[src/rtl/leitor_tabuleiro.sv]
// leitor_tabuleiro: 8x8 reed-switch scanner with debounced snapshots and move reporting (optional removal report via LEITOR_REMOCAO_EN)
module leitor_tabuleiro #(
  parameter int SETTLE = 4,
  parameter int DEBOUNCE = 3
) (
  input  logic       clock,
  input  logic       reset,
  input  logic       habilita,
  input  logic [7:0] colunas,
  output logic [7:0] linha_sel,
  output logic [3:0] jogadaLinha,
  output logic [3:0] jogadaColuna,
  output logic       jogou,
  output logic       multipla,
`ifdef LEITOR_REMOCAO_EN
  output logic       removeu,
`endif
  output logic       pronto
);
  localparam logic [1:0] VARRE = 2'd0;
  localparam logic [1:0] AVALIA = 2'd1;
  localparam logic [1:0] REPORTA = 2'd2;
  localparam int SW = SETTLE > 1 ? $clog2(SETTLE) : 1;
  localparam int STW = $clog2(DEBOUNCE + 1);
  logic [1:0] state;
  logic [2:0] r;
  logic [SW-1:0] settle;
  logic [STW-1:0] stab, stab_n;
  logic [63:0] scan, last_scan, accepted, novo, sel;
  logic [5:0] idx;
  logic accept;
`ifdef LEITOR_REMOCAO_EN
  logic [63:0] vago;
`endif
  assign linha_sel = 8'd1 << r;
  assign stab_n = (scan == last_scan) ? ((stab == STW'(DEBOUNCE)) ? stab : stab + 1'b1) : STW'(1);
  assign accept = stab_n == STW'(DEBOUNCE);
  // new/vacated squares and the lowest index among those to be reported
  always_comb begin
    novo = scan & ~accepted;
`ifdef LEITOR_REMOCAO_EN
    vago = accepted & ~scan;
    sel = |novo ? novo : vago;
`else
    sel = novo;
`endif
    idx = '0;
    for (int i = 63; i >= 0; i--) if (sel[i]) idx = 6'(i);
  end
  // scan rows, evaluate each full snapshot, and pulse the report for one cycle
  always_ff @(posedge clock) begin
    if (reset) begin
      state <= VARRE;
      r <= '0;
      settle <= '0;
      stab <= '0;
      scan <= '0;
      last_scan <= '0;
      accepted <= '0;
      jogadaLinha <= '0;
      jogadaColuna <= '0;
      jogou <= 1'b0;
      multipla <= 1'b0;
      pronto <= 1'b0;
`ifdef LEITOR_REMOCAO_EN
      removeu <= 1'b0;
`endif
    end else begin
      jogou <= 1'b0;
      multipla <= 1'b0;
`ifdef LEITOR_REMOCAO_EN
      removeu <= 1'b0;
`endif
      case (state)
        VARRE: begin
          if (settle == SW'(SETTLE - 1)) begin
            scan[8*r +: 8] <= colunas;
            settle <= '0;
            r <= r + 3'd1;
            if (r == 3'd7) state <= AVALIA;
          end else settle <= settle + 1'b1;
        end
        AVALIA: begin
          stab <= stab_n;
          last_scan <= scan;
          state <= VARRE;
          if (accept && !pronto) begin
            accepted <= scan;
            pronto <= 1'b1;
          end else if (accept && scan != accepted) begin
            accepted <= scan;
            if (habilita && |novo) begin
              jogadaLinha <= {1'b0, idx[5:3]};
              jogadaColuna <= {1'b0, idx[2:0]};
              multipla <= $countones(novo) > 1;
              jogou <= 1'b1;
              state <= REPORTA;
            end
`ifdef LEITOR_REMOCAO_EN
            else if (habilita && |vago) begin
              jogadaLinha <= {1'b0, idx[5:3]};
              jogadaColuna <= {1'b0, idx[2:0]};
              removeu <= 1'b1;
              state <= REPORTA;
            end
`endif
          end
        end
        default: state <= VARRE;
      endcase
    end
  end
endmodule

[config.mk]
export PLATFORM = sky130hd
export DESIGN_NAME = leitor_tabuleiro
export DESIGN_NICKNAME = d
export VERILOG_FILES = /design/src/rtl/leitor_tabuleiro.sv
export SDC_FILE = /design/constraint.sdc
export NUM_CORES = 1
export LEC_CHECK = 0
export ABC_CLOCK_PERIOD_IN_PS = 6800
export CAP_MARGIN = 40
export CORE_UTILIZATION = 60
export CTS_BUF_LIST = sky130_fd_sc_hd__clkbuf_8
export DETAILED_ROUTE_END_ITERATION = 7
export HOLD_SLACK_MARGIN = 0.15
export PLACE_DENSITY = 0.88
export SETUP_SLACK_MARGIN = 0.5
export SYNTH_ARGS = -nofsm -noshare
export SYNTH_HDL_FRONTEND = slang
export SYNTH_SLANG_ARGS = --single-unit
[constraint.sdc]
create_clock -name clock -period 6.8 [get_ports clock]
set_clock_uncertainty 0.2 [all_clocks]
set_input_delay 1.36 -clock clock [delete_from_list [all_inputs] [get_ports clock]]
set_output_delay 1.36 -clock clock [all_outputs]
set_load 0.05 [all_outputs]
==> run_results.csv, run 1 <==
group,metric,value,unit
setup_path,rr_endpoint,"multipla",
detailed_routing,post-route-drc-count,0,
hold_path,min_to,"last_scan[12]",
finish,final_common_cell,"nor2_1",
finish,sh_seq_area,31.7,%
finish,reg_top3,"accepted (64), last_scan (64), scan (64)",
finish,seq_area,0.00421,mm^2
final_timing,setup_tns,0,ns
power,seq-power,1.24,mW
yosys,ys_warn_count,0,
yosys,ff_type,"dfxtp_1",
setup_path,cp_data_required_time,7.06,ns
yosys,yosys_cells,1416,
detailed_routing,wirelength,35.1,mm
detailed_routing,drt_first_pass_iters,5,
power,powerComb,0.128,mW
setup_path,crit_arrival,6.42,ns
finish,stdcell_count,1726,
finish,seq_cells,210,
setup_path,crit_path_max_fanout,5,
yosys,netlist.area_leader.share,34.7,%
detailed_routing,ant_nets,0,
final_timing,setup_viol,0,
yosys,ys_sh_aoi,8.70,%
final_timing,maxSlewViolCount,0,
clocking,clk_latency,0.56,ns
power,clkPwrFrac,44.8,%
power,seq_power_share,50.0,%
yosys,top_area_cell,"dfxtp_1",
power,swShare,25.4,%
detailed_routing,vias_per_cell,5.91,
power,power-per-cell-area,187,mW/mm^2
power,power_leakage,5.10,nW
final_timing,max_clock_freq,0.162,GHz
yosys,edf_count,0,
job,warning_count,41,
floorplanning,pin_count,30,
detailed_routing,drtIter0Drc,1044,
finish,num-clock-buffers,40,
clocking,cts_root_buf,"clkbuf_8",
yosys,syn_inst,1416,
yosys,synthTopLogicFamily,"simple AND/OR/NAND/NOR gates",
power,power_leader,"sequential cells",
global_route,first_global_vias,9669,
power,clk-power,1.11,mW
hold_path,holdPathStages,2,
final_timing,hold_viol_final,0,
outcome,status,"completed",
yosys,common_cells,"214 x nor2_1, 210 x dfxtp_1, 177 x nand2_1",
power,netSwitchingPower,0.630,mW
floorplanning,fp_util,61.7,%
placed_design,port_buffers,27,
yosys,ys_sh_mux,6.19,%
finish,logic_gates,1000,
placed_design,dp_cells,1663,
final_timing,hold-worst-slack,0.266,ns
finish,final_util,67.6,%
finish,final-nonclk-buf-share,2.98,%
yosys,async_reset_ff_share,0,%
power,p_int,1.85,mW
setup_path,crit_end,"multipla",
finish,clk_share,5.06,%
yosys,simple_gate_area_share,20.1,%
hold_path,min_from,"last_scan[12]",
placed_design,post-place-ws,0.618,ns
placed_design,dp_hpwl,25.9,mm
finish,buffers,39,
setup_path,start_kind,"flop",
job,cap_violations,0,
placed_design,post_dp_cell_area,0.0126,mm^2
yosys,yosys_area,0.0121,mm^2
floorplanning,tapCellCount,265,
yosys,syn_area,0.0121,mm^2
==> run 1: worst max-delay path, cell delays in order, from the launching register on <==
cell and delay, ns:
dfxtp_1 0.41, ha_1 0.25, inv_1 0.08, fa_1 0.57
fa_1 0.44, fa_1 0.49, fa_1 0.52, inv_1 0.05
fa_1 0.47, inv_1 0.05, fa_1 0.49, fa_1 0.43
fa_1 0.49, inv_1 0.04, ha_1 0.20, fa_1 0.45
nor4_2 0.16, nand3_1 0.09, and2_1 0.16
==> run 1: repair_timing <==
item                                    in CTS  in global routing
endpoints found under the setup margin       0                  1
resized                                      0                 20
buffers inserted                             0                  0
==> run 1: routing by layer <==
layer	track usage (%)	share of wire [%]	up-vias
li1	-	-	4727
met1	43.6	40	4793
met2	52.9	44	552
met3	8.25	10	122
met4	20.1	5.5	0
met5	0	0	-
Run 1, floorplan with the power grid:
Scale bar: 50 um. Pins as bars on the die edge.
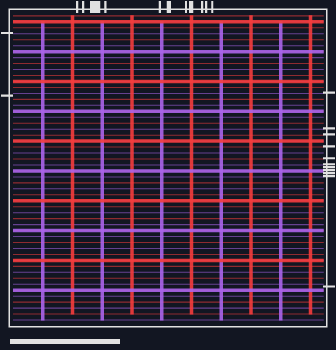
red -> VDD
purple -> VSS
met1 rails = 52
rows = 51
core area: 0.0197 mm^2
die width: 144 um
Die Y: 144 um

Run 1, placed cells, one color a class:
Fill, decap, tap and diode cells in gray.
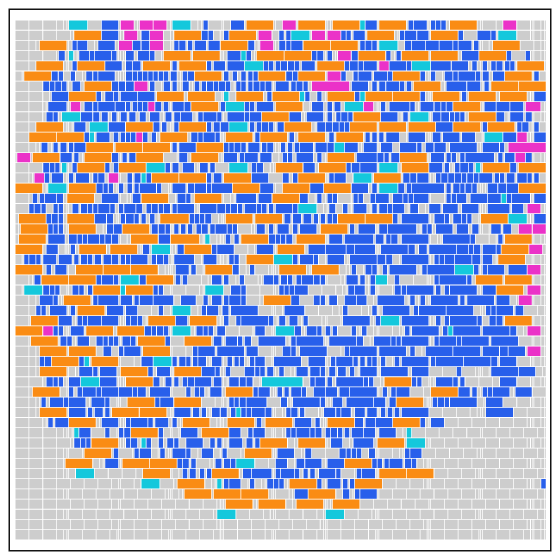
orange -> flops  # cells 210, share of their area 32%
magenta -> other buffers and delay cells  # cells 39, share of their area 3.1%
cyan -> clock drivers and dummy loads  # cells 63, share of their area 5.2%
blue -> combinational and other logic  # cells 1149, share of their area 59%

Run 1, clock network drawn from the DEF:
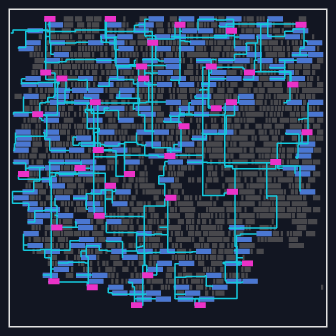
magenta -> clock drivers  # count 36
blue -> flip-flops  # count 210
cyan -> clock wires  # length 3030 um
routed clock nets = 37
flops lie = widely spread

Run 1, wiring by layer:
Scale bar: 50 um. Only two layers are drawn.
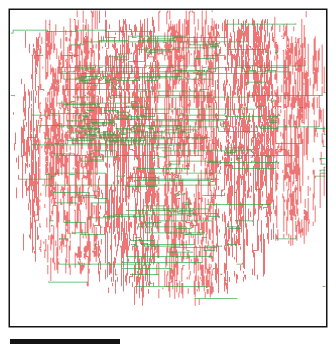
red -> metal 2  # wire length 15600 um
green -> metal 3  # wire length 3650 um
Global Route Usage Sum: 34.3%
vias: 10200

Run 1, the clock network:
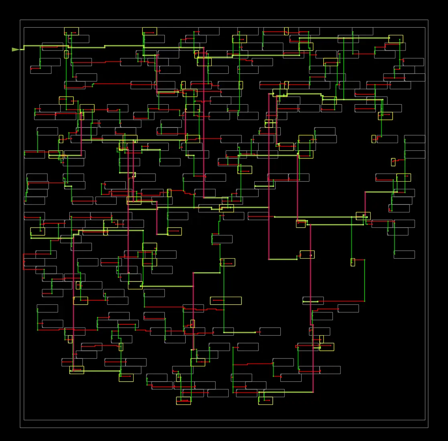

==> run 2, diff against run 1 <==
--- a/config.mk
+++ b/config.mk
@@ -6,12 +6,12 @@
 export NUM_CORES = 1
 export LEC_CHECK = 0
 export ABC_CLOCK_PERIOD_IN_PS = 6800
-export CAP_MARGIN = 40
-export CORE_UTILIZATION = 60
+export CORE_MARGIN = 2
+export CORE_UTILIZATION = 50
 export CTS_BUF_LIST = sky130_fd_sc_hd__clkbuf_8
 export DETAILED_ROUTE_END_ITERATION = 7
 export HOLD_SLACK_MARGIN = 0.15
-export PLACE_DENSITY = 0.88
+export PLACE_DENSITY = 0.77
 export SETUP_SLACK_MARGIN = 0.5
 export SYNTH_ARGS = -nofsm -noshare
 export SYNTH_HDL_FRONTEND = slang
Run 2, the clock network:
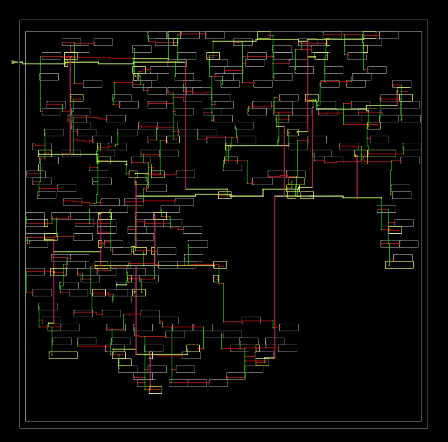
clock buffer count from CTS: 36
clk_buf instances: 39
registers: 210

==> run 2 against run 1 <==
Compared with the run above:
- wire length down 1.9%
- count of clock-buffer cells in the layout decreased by 1
- synthesized cell count did not move
- critical path type unchanged
- critical endpoint unchanged
==> run_results.csv, run 2 <==
group,metric,value,unit
detailed_routing,routedWlPerCell,19.3,um
detailed_routing,ant_nets,0,
final_timing,hold-worst-slack,0.267,ns
yosys,yosysUniqueCellTypes,57,
detailed_routing,vias_per_cell,5.56,
power,netSwitchingPower,0.640,mW
final_timing,final.period_utilization,90.1,%
global_route,grtUsageMet3,4.44,%
detailed_routing,drt_first_pass_iters,6,
placed_design,port_buffers,27,
yosys,synthAdderAreaFrac,18.3,%
placed_design,post-place-ws,0.618,ns
power,p_comb_share,4.8,%
yosys,async_reset_ff_share,0,%
yosys,simple_gate_area_share,20.1,%
floorplanning,die_w,160,um
finish,final_util,57.0,%
setup_path,path_cells,"ha_2 -> inv_1 -> fa_1 -> fa_1 -> fa_1 -> fa_1 -> inv_1 -> fa_1 -> inv_1 -> fa_1 -> fa_1 -> fa_1 -> inv_1 -> ha_1 -> fa_1 -> nor4_2 -> nand3_1 -> and2_1",
yosys,yosys.stat.seqShare,34.7,%
clocking,clkSlewWorstSetupHoldPaths,0.06,ns
clocking,clk_latency,0.56,ns
job,cap_violations,0,
yosys,ys_warn_count,0,
power,powerComb,0.124,mW
outcome,status,"completed",
setup_path,cp_slowest_stage_delay,0.55,ns
clocking,cts_root_buf,"clkbuf_8",
setup_path,crit_arrival,6.37,ns
clocking,post_cts_buffers,0,
setup_path,worstPathBufferInverterCount,4,
yosys,edf_count,0,
power,power_leader,"sequential cells",
power,clkPwrFrac,46.8,%
power,power_leakage,5.12,nW
final_timing,max_slew_margin,22.3,%
detailed_routing,wirelength,34.4,mm
power,power,2.57,mW
yosys,yosys_area,0.0121,mm^2
power,seq_power_share,48.4,%
yosys,syn_area,0.0121,mm^2
final_timing,setup_tns,0,ns
final_timing,maxSlewViolCount,0,
global_route,grt_max_degree,146,
floorplanning,fp_util,51.3,%
placed_design,gp_congestion,0.990,
setup_path,crit_path_max_fanout,5,
placed_design,dp_hpwl,25.5,mm
detailed_routing,wl_met1,14.7,mm
power,power-per-cell-area,191,mW/mm^2
detailed_routing,dr_wl_met3,3.06,mm
floorplanning,pin_count,30,
clocking,cts_max_level,2,
finish,syn2layout_area_growth,11.0,%
detailed_routing,highest_layer,"met4",
setup_path,cp_data_required_time,7.04,ns
yosys,yosys_cells,1416,
placed_design,post_dp_cell_area,0.0126,mm^2
floorplanning,core,0.0236,mm^2
final_timing,fin_crit,6.13,ns
global_route,grt_pass1_wl,52.8,mm
setup_path,crit_family,"adder cells",
power,swShare,24.9,%
floorplanning,die_y,160,um
yosys,syn_inst,1416,
final_timing,tightest_slew,1.16,ns
final_timing,max_clock_freq,0.163,GHz
global_route,track_usage,26.7,%
setup_path,crit_top_cell,"fa_1",
global_route,grt_busiest_layer,"met2",
finish,layout_top_cells,"214 x nor2_1, 202 x dfxtp_1, 177 x nand2_1",
yosys,ys_sh_aoi,8.70,%
clocking,clockBufferDepth,3,
yosys,netlist.area_leader.share,34.7,%
finish,seq_area,0.00421,mm^2
yosys,top_area_cell,"dfxtp_1",
final_timing,hold_viol_final,0,
power,seq-power,1.24,mW
setup_path,cp_slowest_cell,"fa_1",
yosys,syn_area_per_cell,8.56,um^2
detailed_routing,wl_met2,15.3,mm
global_route,first_global_vias,9413,
global_route,antenna_found_initial,0,
setup_path,start_kind,"flop",
power,p_int,1.93,mW
global_route,grt_util_met1,36.7,%
finish,stdcell_count,1782,
global_route,grtUsageMet2,42.1,%
global_route,grt-ovfl-total,0,
detailed_routing,num_vias,9916,
yosys,ys.flops,210,
job,warning_count,42,
final_timing,setup_viol,0,
placed_design,dp_cells,1718,
finish,final_common_cell,"nor2_1",
clocking,post_cts_resized,0,
yosys,common_cells,"214 x nor2_1, 210 x dfxtp_1, 177 x nand2_1",
detailed_routing,post-route-drc-count,0,
yosys,synthTopLogicFamily,"simple AND/OR/NAND/NOR gates",
power,clk-power,1.20,mW
yosys,ff_type,"dfxtp_1",
yosys,synth.area.top_cells,"dfxtp_1 35%, ha_1 9.7%, fa_1 8.6%",
floorplanning,num_rows,56,
finish,reg_top3,"accepted (64), last_scan (64), scan (64)",
yosys,ys_sh_mux,6.19,%
finish,drive_gt1_share,8.20,%
clocking,clock-sinks,210,
detailed_routing,drtIter0Drc,1171,
yosys,xor_area_share,4.91,%
Run 2, wiring by layer:
Scale bar: 50 um. Only two layers are drawn.
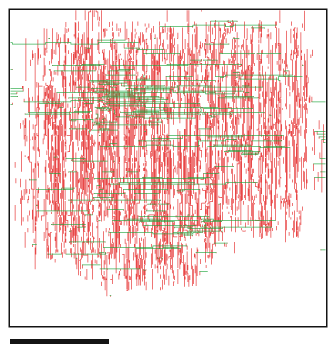
red -> metal 2  # wire length 15300 um
green -> metal 3  # wire length 3060 um

## run 2: cell types whose count changed in the layout (fill, tap and decap cells not counted), sizes merged
cell	delta
clkbuf	-1
clkinv	+5
buf	+1
bufinv	+2
inv	-4
clkinvlp	-1
## run 2: final timing paths
check | from | to | slack (ns) | depth (start not counted)
setup / recovery | scan[47] | multipla | 0.67 | 18
hold / removal | last_scan[46] | last_scan[46] | 0.27 | 2
setup reg to reg | scan[47] | multipla | 0.67 | 18
hold reg to reg | last_scan[46] | last_scan[46] | 0.27 | 2
## run 2: layout make-up
class                   count  share of cell area (%)
well taps                 319                    2.97
repair buffers             40                    2.84
clock inverters            25                    1.54
inverters                 149                    4.16
multi-input cells        1000                    53.2
clock buffers              39                    3.99
flip-flops and latches    210                    31.3
Power is estimated from default activity; no workload was simulated.
